`config.mk`:
```
export PLATFORM = sky130hd
export DESIGN_NAME = display_serializer
export DESIGN_NICKNAME = d
export VERILOG_FILES = /design/src/rtl/display_serializer.sv
export SDC_FILE = /design/constraint.sdc
export NUM_CORES = 1
export LEC_CHECK = 0
export CORE_ASPECT_RATIO = 2
export CORE_MARGIN = 2
export CORE_UTILIZATION = 60
export CTS_BUF_LIST = sky130_fd_sc_hd__clkbuf_8
export CTS_CLUSTER_DIAMETER = 120
export DETAILED_ROUTE_END_ITERATION = 16
export PLACE_DENSITY = 0.81
export RECOVER_POWER = 100
export SYNTH_ARGS = -nofsm -noshare
export SYNTH_HDL_FRONTEND = slang
export SYNTH_SLANG_ARGS = --single-unit
```
`constraint.sdc`:
```
create_clock -name clock -period 3 [get_ports clock]
set_input_delay 0.6 -clock clock [delete_from_list [all_inputs] [get_ports clock]]
set_output_delay 0.6 -clock clock [all_outputs]
set_load 0.005 [all_outputs]
```
`src/rtl/display_serializer.sv`:
```
// display_serializer: sends each changed (or refreshed) display image as a 9-byte SPI mode-0 frame.
module display_serializer #(
    parameter int CLK_DIV = 4,
    parameter logic [7:0] FRAME_START = 8'hA5,
    parameter int GAP_CYCLES = 8
) (
    input  logic       clock,
    input  logic       reset,
    input  logic [7:0] lower0001,
    input  logic [7:0] lower0010,
    input  logic [7:0] lower0100,
    input  logic [7:0] lower1000,
    input  logic [7:0] upper01,
    input  logic [7:0] upper10,
    input  logic       AVS,
    input  logic       DAY,
    input  logic       MAX,
    input  logic       TIM,
    input  logic       col,
    input  logic       point,
    input  logic       refresh,
    output logic       lcd_cs_n,
    output logic       lcd_sclk,
    output logic       lcd_mosi,
    output logic       busy,
    output logic       frame_done
);
    typedef enum logic [1:0] {IDLE, LOAD, SHIFT, GAP} state_t;
    localparam logic [15:0] DIV_LAST = 16'(CLK_DIV - 1);
    localparam logic [15:0] GAP_LAST = 16'(GAP_CYCLES - 1);
    state_t state;
    logic [7:0] flags, checksum;
    logic [55:0] image, shadow;
    logic [71:0] shreg;
    logic [6:0] bit_cnt;
    logic [15:0] div_cnt, gap_cnt;
    logic pending, changed;
    assign flags = {AVS, DAY, MAX, TIM, col, point, 2'b00};
    assign image = {upper10, upper01, lower1000, lower0100, lower0010, lower0001, flags};
    assign checksum = upper10 ^ upper01 ^ lower1000 ^ lower0100 ^ lower0010 ^ lower0001 ^ flags;
    assign changed = image != shadow;
    always_ff @(posedge clock) begin
        if (reset) begin
            state <= IDLE;
            lcd_cs_n <= 1'b1;
            lcd_sclk <= 1'b0;
            lcd_mosi <= 1'b0;
            busy <= 1'b0;
            frame_done <= 1'b0;
            shadow <= '0;
            pending <= 1'b1;
            shreg <= '0;
            bit_cnt <= '0;
            div_cnt <= '0;
            gap_cnt <= '0;
        end else begin
            frame_done <= 1'b0;
            pending <= (state == LOAD) ? 1'b0 : pending | refresh | changed;
            case (state)
                IDLE: if (pending | refresh | changed) begin
                    state <= LOAD;
                    busy <= 1'b1;
                end
                // the snapshot is taken here, so a change arriving in this cycle is included
                LOAD: begin
                    shadow <= image;
                    shreg <= {FRAME_START, image, checksum};
                    lcd_cs_n <= 1'b0;
                    lcd_mosi <= FRAME_START[7];
                    bit_cnt <= '0;
                    div_cnt <= '0;
                    state <= SHIFT;
                end
                SHIFT: if (div_cnt == DIV_LAST) begin
                    div_cnt <= '0;
                    lcd_sclk <= ~lcd_sclk;
                    if (lcd_sclk && bit_cnt == 7'd71) begin
                        lcd_cs_n <= 1'b1;
                        lcd_mosi <= 1'b0;
                        frame_done <= 1'b1;
                        gap_cnt <= '0;
                        state <= GAP;
                    end else if (lcd_sclk) begin
                        shreg <= {shreg[70:0], 1'b0};
                        lcd_mosi <= shreg[70];
                        bit_cnt <= bit_cnt + 7'd1;
                    end
                end else begin
                    div_cnt <= div_cnt + 16'd1;
                end
                GAP: if (gap_cnt == GAP_LAST) begin
                    state <= IDLE;
                    busy <= 1'b0;
                end else begin
                    gap_cnt <= gap_cnt + 16'd1;
                end
                default: state <= IDLE;
            endcase
        end
    end
endmodule
```
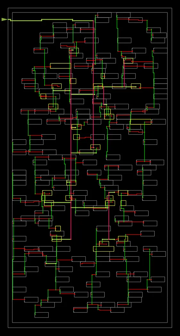
**Above:** clock routing.
Seq Cell Count: 172
clock buffer instance count of the final layout: 17
Sink Count: 172
Power Clock: 1.68 mW
Fin Clk Skew: 0.0123 ns

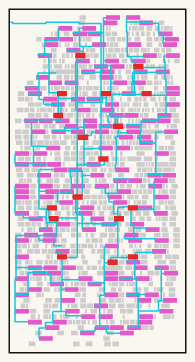
**Above:** clock distribution.
Drawn at 2 px/um.
Key: clock drivers = red [count 17]; flip-flops = magenta [count 172]; clock wires = cyan [length 1,900 um]
Position of the flops: widely spread.
clock power share: 0.215
later-pin clock latency in the skew report: 0.46 ns

==> run summary <==
The synthesis and PnR run went through. Non-clock buffer total of the final layout landed at 81. Per the detail_route log, the uppermost layer with routed signals is met4. In this run the critical path is formed by ha_1 -> nor4b_2 -> nand4_2 -> o31ai_1 -> and2_4 -> buf_12 -> nor2_1 -> a211oi_1. Count of different cell masters after synthesis landed at 52.

Sequential cell power landed at 3.15 mW. Total congestion overflow after global routing landed at 0. Compared with the post-synthesis result, the final layout area differs by 13.3%.

The largest part of the power goes to registers. Per the synthesis report, the simple-gate share of the synthesized area is 0.181. Final critical-path required period landed at 2.65 ns. Yosys stat counts 910 cells in the synthesized netlist. Global placement routability congestion landed at 0.883. From left edge to right edge, the die measures 87.5 um. Total net switching power landed at 2.90 mW. Post-DP HPWL landed at 13.9 mm.

Final number of max-transition violations landed at 56. Total of warnings raised by yosys landed at 0. Per the hold report, the tightest min-delay path originates at shreg[8]$_SDFFE_PP0P_. Post-layout instance count excluding filler cells landed at 1,123. Number of flops mapped to enable cells by yosys landed at 0. Number of cells on the worst reg-to-reg path landed at 8. Counting flops per register, the top entry is shreg. By area, the combinational part of the netlist is dominated by simple AND/OR/NAND/NOR gates. The via count of the first global-routing pass was 6,339. Data arrival at the endpoint of the critical path landed at 3.02 ns. Clock transition at the registers of the reported paths landed at 0.09 ns. Per the layout area report, the combinational fraction of cell area is 0.483.

According to the finish report, the design has a final net count of 1,019. Count of pins on the block boundary landed at 62. Fraction of area in non-clock buffers landed at 0.0828.

TritonCTS built the clock tree. Number of antenna-violating nets in the routed design landed at 0. Highest clock frequency the design can meet landed at 377 MHz.

Cts-stage hold buffer count landed at 0. The run finished, with violations left. Share of the yosys chip area belonging to registers landed at 0.411.

Multi-input combinational cell count landed at 663. The checks that failed: capacitance limit, slew limit. Number of cells upsized or downsized after cts landed at 0. In this run the maximum-capacitance check reported violations numbering 1.

The last timing report of the flow puts the setup violation total at 0. Maximum number of buffers from clock root to sink landed at 2. The library cell used most frequently in the layout, excluding fill and tap cells, is sky130_fd_sc_hd__dfxtp_1. Among all cell classes, the greatest summed area belongs to logic gates. At the floorplan stage, the core utilization is reported as 0.609.

By area the synthesized netlist is led by sky130_fd_sc_hd__dfxtp_1 (41%), sky130_fd_sc_hd__mux2i_1 (13%), sky130_fd_sc_hd__nor2_1 (7.2%). Per the repair_timing log after CTS, setup buffers inserted total 0. On met1, the global router reports a usage of 0.331. After layout, the worst setup slack is 0.351 ns.
Power and IR drop assume default switching activity.
